File: src/rtl/mem_port_arbiter.sv
// Two-port arbiter for the unified memory port: CPU on port 0, debug loader on port 1.
// Define MEM_ARB_RR_EN for round-robin tie-break; otherwise port 0 has fixed priority.
module mem_port_arbiter #(
  parameter int ADDR_W   = 32,
  parameter int DATA_W   = 32,
  parameter int READ_LAT = 1
) (
  input  logic              clk,
  input  logic              reset,
  input  logic              req0,
  input  logic              we0,
  input  logic [ADDR_W-1:0] adr0,
  input  logic [DATA_W-1:0] wd0,
  output logic [DATA_W-1:0] rd0,
  output logic              ack0,
  input  logic              req1,
  input  logic              we1,
  input  logic [ADDR_W-1:0] adr1,
  input  logic [DATA_W-1:0] wd1,
  output logic [DATA_W-1:0] rd1,
  output logic              ack1,
  output logic              mem_we,
  output logic [ADDR_W-1:0] mem_adr,
  output logic [DATA_W-1:0] mem_wd,
  input  logic [DATA_W-1:0] mem_rd,
  output logic              busy,
  output logic              gnt_id
);
  localparam logic [1:0] S_IDLE   = 2'd0;
  localparam logic [1:0] S_ACCESS = 2'd1;
  localparam logic [1:0] S_WAIT   = 2'd2;
  localparam logic [1:0] S_DONE   = 2'd3;
  localparam logic [2:0] LAT      = 3'(READ_LAT);

  logic [1:0] state;
  logic [2:0] cnt;
  logic       lat_we;
  logic       prev_ack0, prev_ack1;
  logic       elig0, elig1, win, capture;
`ifdef MEM_ARB_RR_EN
  logic       last_gnt;
`endif

  // a port acked last cycle may still show its old req; hold it off one cycle
  assign elig0 = req0 & ~prev_ack0;
  assign elig1 = req1 & ~prev_ack1;

  always_comb begin
    win = 1'b0;
`ifdef MEM_ARB_RR_EN
    if (elig0 & elig1) win = ~last_gnt;
    else               win = elig1;
`else
    win = ~elig0;
`endif
  end

  assign capture = ~lat_we & (((state == S_ACCESS) && (LAT == 3'd0)) ||
                              ((state == S_WAIT) && (cnt == 3'd1)));

  assign mem_we = (state == S_ACCESS) & lat_we & ~reset;
  assign ack0   = (state == S_DONE) & ~gnt_id & ~reset;
  assign ack1   = (state == S_DONE) &  gnt_id & ~reset;
  assign busy   = (state != S_IDLE);

  always_ff @(posedge clk) begin
    if (reset) begin
      state     <= S_IDLE;
      cnt       <= 3'd0;
      lat_we    <= 1'b0;
      gnt_id    <= 1'b0;
      mem_adr   <= '0;
      mem_wd    <= '0;
      rd0       <= '0;
      rd1       <= '0;
      prev_ack0 <= 1'b0;
      prev_ack1 <= 1'b0;
`ifdef MEM_ARB_RR_EN
      last_gnt  <= 1'b1;
`endif
    end else begin
      prev_ack0 <= ack0;
      prev_ack1 <= ack1;
      if (capture) begin
        if (gnt_id) rd1 <= mem_rd;
        else        rd0 <= mem_rd;
      end
      case (state)
        S_IDLE: if (elig0 | elig1) begin
          gnt_id  <= win;
          lat_we  <= win ? we1  : we0;
          mem_adr <= win ? adr1 : adr0;
          mem_wd  <= win ? wd1  : wd0;
`ifdef MEM_ARB_RR_EN
          last_gnt <= win;
`endif
          state   <= S_ACCESS;
        end
        S_ACCESS: begin
          cnt   <= LAT;
          state <= (LAT == 3'd0) ? S_DONE : S_WAIT;
        end
        S_WAIT: begin
          cnt <= cnt - 3'd1;
          if (cnt == 3'd1) state <= S_DONE;
        end
        default: begin
          gnt_id <= 1'b0;
          state  <= S_IDLE;
        end
      endcase
    end
  end
endmodule

File: config.mk
export PLATFORM = sky130hd
export DESIGN_NAME = mem_port_arbiter
export DESIGN_NICKNAME = d
export VERILOG_FILES = /design/src/rtl/mem_port_arbiter.sv
export SDC_FILE = /design/constraint.sdc
export NUM_CORES = 1
export LEC_CHECK = 0
export ABC_AREA = 0
export ABC_CLOCK_PERIOD_IN_PS = 1800
export CORE_ASPECT_RATIO = 1.1
export CORE_MARGIN = 10
export CORE_UTILIZATION = 36
export DETAILED_ROUTE_END_ITERATION = 12
export GPL_TIMING_DRIVEN = 0
export PLACE_DENSITY = 0.75
export SETUP_SLACK_MARGIN = 0.05
export SYNTH_ARGS = -nofsm -noshare
export SYNTH_HDL_FRONTEND = slang
export SYNTH_SLANG_ARGS = --single-unit
File: constraint.sdc
create_clock -name clk -period 1.8 [get_ports clk]
set_clock_uncertainty 0.2 [all_clocks]
set_input_delay 0.54 -clock clk [delete_from_list [all_inputs] [get_ports clk]]
set_output_delay 0.54 -clock clk [all_outputs]
set_load 0.01 [all_outputs]
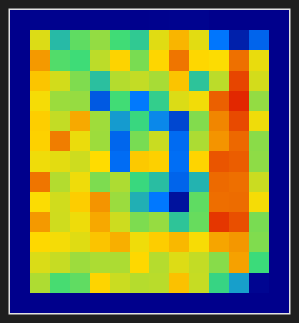
*Cell density map, run 1*
Drawn at 2 px/um. 14 x 15 tiles, from dark blue (low) to red (high), 0 to 100% covered.
tiles over 75% full: 22%
fullest tile: 96%
nearly empty tiles: 26%
initial core utilization: 0.364
Util after Layout: 0.661
total core area: 15600 um^2

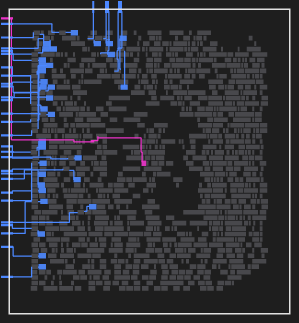
*I/O nets highlighted, run 1*
Drawn at 2 px/um.
| port | colour | bits | direction | edge | end cells | wire |
|---|---|---|---|---|---|---|
| wd0 | blue | 32 | input | 27 west, 5 north | 32 | 768 um |
| busy | magenta | 1 | output | west | 1 | 144 um |

==> impl_metrics.py, run 1 <==
# Synthesis and PnR figures
metrics = {
    "critical_path": {
        "crit_slowest_cell": "dfxtp_4",
        "start_kind": "register",
        "cpLargestDelayFamily": "flip-flops",
        "path_cells": "inv_4 -> ha_4 -> and3b_2 -> buf_6",
    },
    "sta": {
        "worst_slack_ps": -222,
        "max_freq_mhz": 494,
        "finalSetupViolCount": 78,
        "finalCritPeriodShare": 1.12,
        "fin_crit_ps": 2020,
        "hold_violations": 0,
    },
    "drt": {
        "vias": 5841,
        "wl_met1_mm": 8.37,
        "via_per_inst": 4.97,
        "ant_nets": 0,
        "highest_layer": "met4",
        "drtPass1Iterations": 5,
        "drtIter0Drc": 181,
    },
    "finish": {
        "final-comb-area_um2": 3150,
        "nFillCells": 1308,
        "final_nets": 1135,
        "lay_top_cells": "162 x clkdlybuf4s50_1, 123 x dfxtp_1, 86 x nand2_1, 78 x buf_2, 69 x nor2_1",
        "lay_top_count": "clkdlybuf4s50_1",
    },
    "synthesis": {
        "ys_sh_xor": 0,
        "netlist_area_um2": 5660,
        "fp_nets": 795,
        "synth_warnings": 0,
        "yosys.cell_types.count": 28,
        "synthFlopType": "dfxtp_1",
        "ys_sh_simple": 0.154,
        "ys_ff": 137,
        "synthMuxAreaShare": 0.117,
        "ys_sh_aoi": 0.171,
    },
    "global_routing": {
        "grtUsageMet3": 0.0935,
        "grt_pass1_vias": 6057,
        "antenna_found_initial": 2,
        "grt_pass1_wl_mm": 34.1,
        "gr-total-overflow": 0,
    },
    "worst_hold_path": {
        "hp-class": "register to register",
    },
    "clock_tree": {
        "clockBufferDepth": 2,
        "cts_buffers": 17,
        "h-tree-depth": 4,
        "cts_tree": "built",
        "cts-resized-gates": 564,
        "holdBufCountCts": 0,
    },
    "floorplan": {
        "dieHeight_um": 151,
        "rows": 48,
    },
    "power_and_ir_drop": {
        "pwr-share-clk": 0.283,
        "power_switching_mw": 4.00,
        "switching_share": 0.327,
        "powerSeq_mw": 3.97,
    },
    "run_status": {
        "status": "finished with violations",
        "violations": "negative setup slack",
    },
    "place": {
        "hpwlAfterDp_mm": 16.6,
    },
}
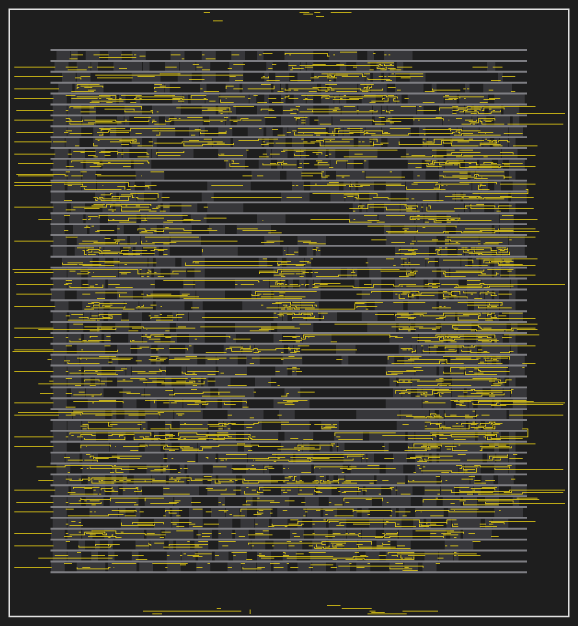
*M1 wires, run 1*
Drawn at 4 px/um. Supply wires on this layer in grey.
main direction: horizontal
share of all routed wire: 36%
M1 GR Usage: 0.209
Routed WL: 23.4 mm

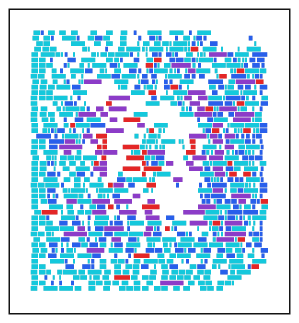
*Sizing map, run 1*
Drawn at 2 px/um.
| size | colour | cells | share |
|---|---|---|---|
| _3 and _4 cells | red | 47 | 4.8% |
| _6 and larger | purple | 75 | 7.7% |
| _0 and _1 cells | cyan | 593 | 61% |
| _2 cells | blue | 259 | 27% |
final instance area: 10300 um^2
Non-clk bufs: 375

run 1: cell usage after synthesis, types with 2 or more instances:
cell type,count,area [um^2]
nand2b_1,4,25.0
nand2_1,131,492
o21ai_0,2,10.0
inv_1,6,22.5
buf_4,7,52.6
nor2_1,70,263
buf_1,4,15.0
buf_6,9,101
mux2i_1,66,661
dfxtp_1,137,2740
nor3b_1,2,15.0
ha_1,6,75.1
and3b_1,3,26.3
a21oi_1,66,330
a211oi_1,46,345
clkbuf_1,19,71.3
buf_2,15,75.1
a211oi_2,20,250
run 1: path summary, 6_finish.rpt:
check / start / endpoint / slack, ps / cells past startpoint
hold reg to reg: rd0[24] / rd0[24] / 250 / 2
hold / removal: rd0[24] / rd0[24] / 250 / 2
setup / recovery: state[1] / mem_we / -220 / 4
setup reg to reg: state[1] / rd0[27] / -160 / 9
run 1: through the flow:
stage | total power, mW | setup TNS (ps) | hold WS, ps | worst slack [ps]
final | 12.2 | -8320 | 251 | -222
after global routing | 12.9 | -13520 | 273 | -262
after CTS | 12.2 | -1510 | 252 | -244
after detailed placement | 8.14 | -46130 | 245 | -591
after global placement | 8.10 | -42660 | 240 | -591
after floorplan | 6.04 | 0 | 243 | 10.1
run 1: area by class of cell:
| type | count | share of cell area |
|---|---|---|
| plain buffers | 51 | 0.0545 |
| clock inverters | 8 | 0.0119 |
| inverters | 6 | 0.00268 |
| diodes | 2 | 0.000487 |
| clock buffers | 22 | 0.0442 |
| repair buffers | 324 | 0.286 |
| well taps | 200 | 0.0243 |
| multi-input cells | 426 | 0.306 |
| flip-flops and latches | 137 | 0.269 |
run 1: state kept, by name, indices dropped and copies added, names as in the netlist:
name	count
lat_we	1
prev_ack1	1
rd0	32
cnt	3
gnt_id	1
mem_adr	32
state	2
rd1	32
prev_ack0	1
mem_wd	32
--- run 2 (diff from run 1) ---
--- a/config.mk
+++ b/config.mk
@@ -11,7 +11,6 @@
 export CORE_MARGIN = 10
 export CORE_UTILIZATION = 36
 export DETAILED_ROUTE_END_ITERATION = 12
-export GPL_TIMING_DRIVEN = 0
 export PLACE_DENSITY = 0.75
 export SETUP_SLACK_MARGIN = 0.05
 export SYNTH_ARGS = -nofsm -noshare
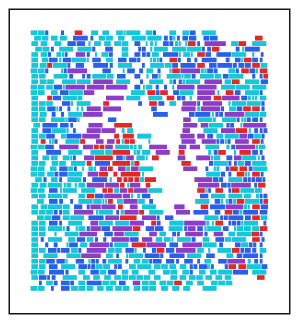
*Sizing map, run 2*
Drawn at 2 px/um.
| size | colour | cells | share |
|---|---|---|---|
| _0 and _1 cells | cyan | 474 | 48% |
| _3 and _4 cells | red | 94 | 9.5% |
| _2 cells | blue | 324 | 33% |
| _6 and larger | purple | 102 | 10% |

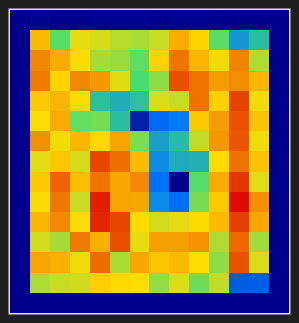
*Cell density map, run 2*
Drawn at 2 px/um. 14 x 15 tiles, from dark blue (low) to red (high), 0 to 100% covered.
nearly empty tiles: 26%
fullest tile: 99%
tiles over 75% full: 38%

==> impl_metrics.py, run 2 <==
# Synthesis and PnR figures
metrics = {
    "synthesis": {
        "most_common_cell": "dfxtp_1",
        "largest_area_cell": "dfxtp_1",
        "ys_cells": 623,
        "top_area_frac": 0.485,
        "ys_top_cells_by_count": "137 x dfxtp_1, 131 x nand2_1, 70 x nor2_1, 66 x a21oi_1, 66 x mux2i_1",
        "postSynth.asyncResetShare": 0,
        "synth_warnings": 0,
        "synthFlopType": "dfxtp_1",
        "synthTopCellsByArea": "dfxtp_1 48%, mux2i_1 12%, nand2_1 8.7%",
        "ys_ff": 137,
        "fp_nets": 795,
        "yosys.cell_types.count": 28,
        "netlist_area_um2": 5660,
    },
    "place": {
        "pre_cts_ws_ps": -470,
        "hpwlAfterDp_mm": 15.2,
    },
    "clock_tree": {
        "holdBufCountCts": 0,
        "clockBufferDepth": 2,
        "path_clk_slew_ps": 60,
        "cts_buffers": 17,
        "clk_latency_ps": 420,
        "cts_tree": "built",
        "h-tree-depth": 4,
    },
    "sta": {
        "max_freq_mhz": 470,
        "worst_slack_ps": -326,
        "finalCritPeriodShare": 1.18,
        "tns_ps": -25490,
        "timing.hold.ws_ps": 249,
        "tightest_slew_ps": 984,
        "finalSetupViolCount": 134,
        "fin_crit_ps": 2130,
        "hold_violations": 0,
    },
    "drt": {
        "drtPass1Iterations": 4,
        "drtIter0Drc": 204,
        "via_per_inst": 5.06,
        "drt_wl_total_mm": 24.9,
        "vias": 6047,
        "ant_nets": 0,
    },
    "floorplan": {
        "coreArea_um2": 15600,
        "dieWidth_um": 140,
        "dieHeight_um": 151,
        "core_util_floorplan": 0.364,
        "die-area_um2": 21100,
        "rows": 48,
    },
    "critical_path": {
        "rrSetupSlack_ps": -310,
        "start_kind": "register",
        "max_stage_delay_ps": 340,
        "required_ps": 1060,
        "crit_slowest_cell": "dfxtp_2",
        "path_cells": "buf_6 -> inv_4 -> ha_4 -> and3b_2 -> buf_6",
    },
    "finish": {
        "final_util": 0.726,
        "lay_top_count": "clkdlybuf4s50_1",
        "final_nets": 1155,
        "lay_top_cells": "163 x clkdlybuf4s50_1, 110 x dfxtp_1, 92 x buf_2, 66 x mux2i_1, 58 x a211oi_2",
        "fin_area_um2": 11300,
    },
    "global_routing": {
        "grt_pass1_vias": 6434,
        "gr-total-overflow": 0,
        "grt_util_all_layers": 0.222,
        "antenna_found_initial": 2,
        "grt_pass1_wl_mm": 36.6,
    },
    "power_and_ir_drop": {
        "p_leak_nw": 4.76,
        "p_total_mw": 14.4,
        "p_per_area_nw_per_um2": 1280,
    },
    "worst_hold_path": {
        "hp-class": "register to register",
    },
    "run_status": {
        "status": "finished with violations",
        "violations": "negative setup slack",
    },
}
==> run 2: cell counts after synthesis <==
No cell type changed its count.
==> run 2: where the power goes <==
group / leakage (nW) / internal [mW] / switching (mW)
Sequential: 1.13 / 3.65 / 0.384
Combinational: 3.32 / 3.62 / 3.07
Clock: 0.299 / 2.41 / 1.28
==> run 2: worst max-delay path: cells and delay by family (launching register included) <==
kind / cells / cell delay [ps]
buf+inv: 3 / 270
fa+ha+maj: 1 / 130
flops: 1 / 340
simple gates: 1 / 220
==> run 2: routing by layer <==
metal | vias up | part of all wire | routed length [um] | track usage
li1 | 2863 | - | - | -
met1 | 2872 | 0.36 | 8950 | 0.228
met2 | 267 | 0.52 | 12900 | 0.395
met3 | 45 | 0.095 | 2370 | 0.0948
met4 | 0 | 0.025 | 629 | 0.0851
met5 | - | 0 | 0 | 0
==> run 2: layout make-up <==
| type | count | area (um^2) |
|---|---|---|
| diodes | 2 | 5.00 |
| clock inverters | 7 | 141 |
| multi-input cells | 426 | 3610 |
| well taps | 200 | 250 |
| flip-flops and latches | 137 | 2780 |
| fillers | 1103 | 4260 |
| repair buffers | 395 | 4000 |
| clock buffers | 23 | 478 |
| inverters | 6 | 30.0 |
==> run 2: final timing paths <==
path            start       to  depth (start not counted)
max          state[1]   mem_we                          5
min            rd0[4]   rd0[4]                          2
max reg2reg  state[1]  rd1[21]                         11
min reg2reg    rd0[4]   rd0[4]                          2
==> run 2: logic make-up after synthesis <==
group,share of synthesized area
compound gates,0.171
fa+ha+maj,0.0133
buf+inv,0.0597
flops,0.485
mux,0.117
simple gates,0.154
==> run 2: timing repair <==
item	CTS	global route
resized	583	299
pin swaps	55	69
endpoints found under the hold margin	0	0
setup endpoints to repair	261	222
cloned	27	0
buffers inserted	37	10
--- run 3 (diff from run 2) ---
--- a/config.mk
+++ b/config.mk
@@ -10,6 +10,7 @@
 export CORE_ASPECT_RATIO = 1.1
 export CORE_MARGIN = 10
 export CORE_UTILIZATION = 36
+export CTS_CLUSTER_DIAMETER = 200
 export DETAILED_ROUTE_END_ITERATION = 12
 export PLACE_DENSITY = 0.75
 export SETUP_SLACK_MARGIN = 0.05
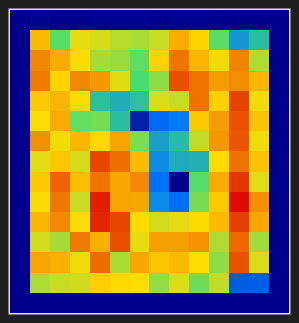
*Cell density map, run 3*
Drawn at 2 px/um. 14 x 15 tiles, from dark blue (low) to red (high), 0 to 100% covered.
nearly empty tiles: 26%
tiles over 75% full: 38%
fullest tile: 99%
Util after Layout: 0.726

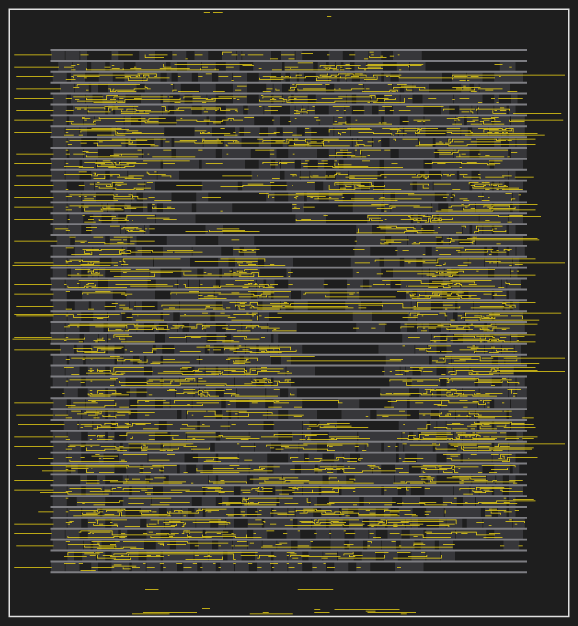
*M1 wires, run 3*
Drawn at 4 px/um. Supply wires on this layer in grey.
longest straight run: 47.8 um
main direction: horizontal
share of all routed wire: 36%
nets with wire on the layer: 1057

==> impl_metrics.py, run 3 <==
# Synthesis and PnR figures
metrics = {
    "run_status": {
        "status": "finished with violations",
        "violations": "negative setup slack",
    },
    "place": {
        "pre_cts_ws_ps": -470,
        "hpwlAfterDp_mm": 15.2,
        "placed_cells": 1101,
    },
    "synthesis": {
        "ys_top_cells_by_count": "137 x dfxtp_1, 131 x nand2_1, 70 x nor2_1, 66 x a21oi_1, 66 x mux2i_1",
        "ys_cells": 623,
        "largest_area_cell": "dfxtp_1",
        "synthFlopType": "dfxtp_1",
        "synthTopCellsByArea": "dfxtp_1 48%, mux2i_1 12%, nand2_1 8.7%",
        "netlist_area_um2": 5660,
        "top_area_frac": 0.485,
        "most_common_cell": "dfxtp_1",
        "synth_warnings": 0,
        "synth_seq_share": 0.485,
        "ys_ff": 137,
        "yosys.cell_types.count": 28,
        "fp_nets": 795,
        "postSynth.asyncResetShare": 0,
    },
    "drt": {
        "drtIter0Drc": 204,
        "ant_nets": 0,
        "drtPass1Iterations": 4,
        "via_per_inst": 5.06,
        "drt_wl_total_mm": 24.9,
        "vias": 6047,
    },
    "critical_path": {
        "cp.arrival_ps": 1390,
        "required_ps": 1060,
        "cp_max_fo": 3,
        "rrSetupSlack_ps": -310,
        "max_stage_delay_ps": 340,
        "path_cells": "buf_6 -> inv_4 -> ha_4 -> and3b_2 -> buf_6",
        "crit_slowest_cell": "dfxtp_2",
        "start_kind": "register",
    },
    "worst_hold_path": {
        "hp-class": "register to register",
    },
    "global_routing": {
        "antenna_found_initial": 2,
        "gr-total-overflow": 0,
        "grt_pass1_vias": 6434,
        "grt_util_all_layers": 0.222,
        "grt_pass1_wl_mm": 36.6,
    },
    "power_and_ir_drop": {
        "powerSeq_mw": 4.03,
        "pwr-share-clk": 0.256,
        "p_comb_mw": 6.69,
        "power_leader": "combinational cells",
        "power_frac_comb": 0.464,
        "power_switching_mw": 4.73,
        "pwr-share-seq": 0.280,
        "vdd_ir_drop_max_uv": 758,
        "p_total_mw": 14.4,
        "p_leak_nw": 4.76,
        "switching_share": 0.328,
        "clock_net_power_mw": 3.69,
        "p_int_mw": 9.68,
        "p_per_area_nw_per_um2": 1280,
    },
    "sta": {
        "finalSetupViolCount": 134,
        "hold_violations": 0,
        "tightest_slew_ps": 984,
        "worst_slack_ps": -326,
        "max_freq_mhz": 470,
        "finalCritPeriodShare": 1.18,
        "tns_ps": -25490,
        "timing.hold.ws_ps": 249,
        "fin_crit_ps": 2130,
    },
    "run": {
        "maxCapViolCount": 0,
    },
    "clock_tree": {
        "cts_tree": "built",
        "clk_latency_ps": 420,
        "h-tree-depth": 4,
        "path_clk_slew_ps": 60,
        "cts_buffers": 17,
        "clockBufferDepth": 2,
        "cts_root_buffer": "clkbuf_16",
    },
    "floorplan": {
        "dieHeight_um": 151,
        "coreArea_um2": 15600,
        "dieWidth_um": 140,
        "die-area_um2": 21100,
        "core_util_floorplan": 0.364,
        "rows": 48,
    },
    "finish": {
        "final_nets": 1155,
        "lay_top_cells": "163 x clkdlybuf4s50_1, 110 x dfxtp_1, 92 x buf_2, 66 x mux2i_1, 58 x a211oi_2",
        "stdcell_count": 1196,
        "lay_top_count": "clkdlybuf4s50_1",
        "fin_area_um2": 11300,
    },
}
[run 3: cell counts after synthesis]
Identical to the previous run, type by type.
[run 3: metal layers]
metal  routed length [um]  GRT usage  vias to the layer above
li1                     -          -                     2863
met1                 8950      0.228                     2872
met2                12900      0.395                      267
met3                 2370     0.0948                       45
met4                  629     0.0851                        0
met5                    0          0                        -
[run 3: path summary, 6_finish.rpt]
check	start	endpoint	cells after the start
worst min register to register	rd0[4]	rd0[4]	2
worst min-delay path	rd0[4]	rd0[4]	2
worst max register to register	state[1]	rd1[21]	11
worst max-delay path	state[1]	mem_we	5
[run 3: logic make-up (layout without fill, tap and decap cells)]
logic type,count (synthesis),in the layout,share of synthesized area
and+or+nand+nor,217,217,0.154
AOI/OAI and AO/OA,137,137,0.171
DFF,137,137,0.485
muxes,66,66,0.117
buffers and inverters,60,431,0.0597
adders and majority gates,6,6,0.0133
other,0,2,0
[run 3: area by class of cell]
class / instances / area, um^2
tap: 200 / 250
multi-input combinational: 426 / 3610
inverter: 6 / 30.0
antenna: 2 / 5.00
sequential: 137 / 2780
fill: 1103 / 4260
clock inverter: 7 / 141
timing repair buffer: 395 / 4000
clock buffer: 23 / 478
[run 3: critical path: cells and delay by family (launching register included)]
family / cells / cell delay [ps]
flip-flops: 1 / 340
buffers and inverters: 3 / 270
AND/OR/NAND/NOR: 1 / 220
adder cells (fa/ha/maj): 1 / 130
[run 3: timing repair]
action	4_1_cts	5_1_grt
pin swaps	55	69
hold buffers	0	0
endpoints found under the setup margin	261	222
resized	583	299
buffers inserted	37	10
gates cloned	27	0
Power figures rest on the tool's default switching activity, not on a simulated workload.
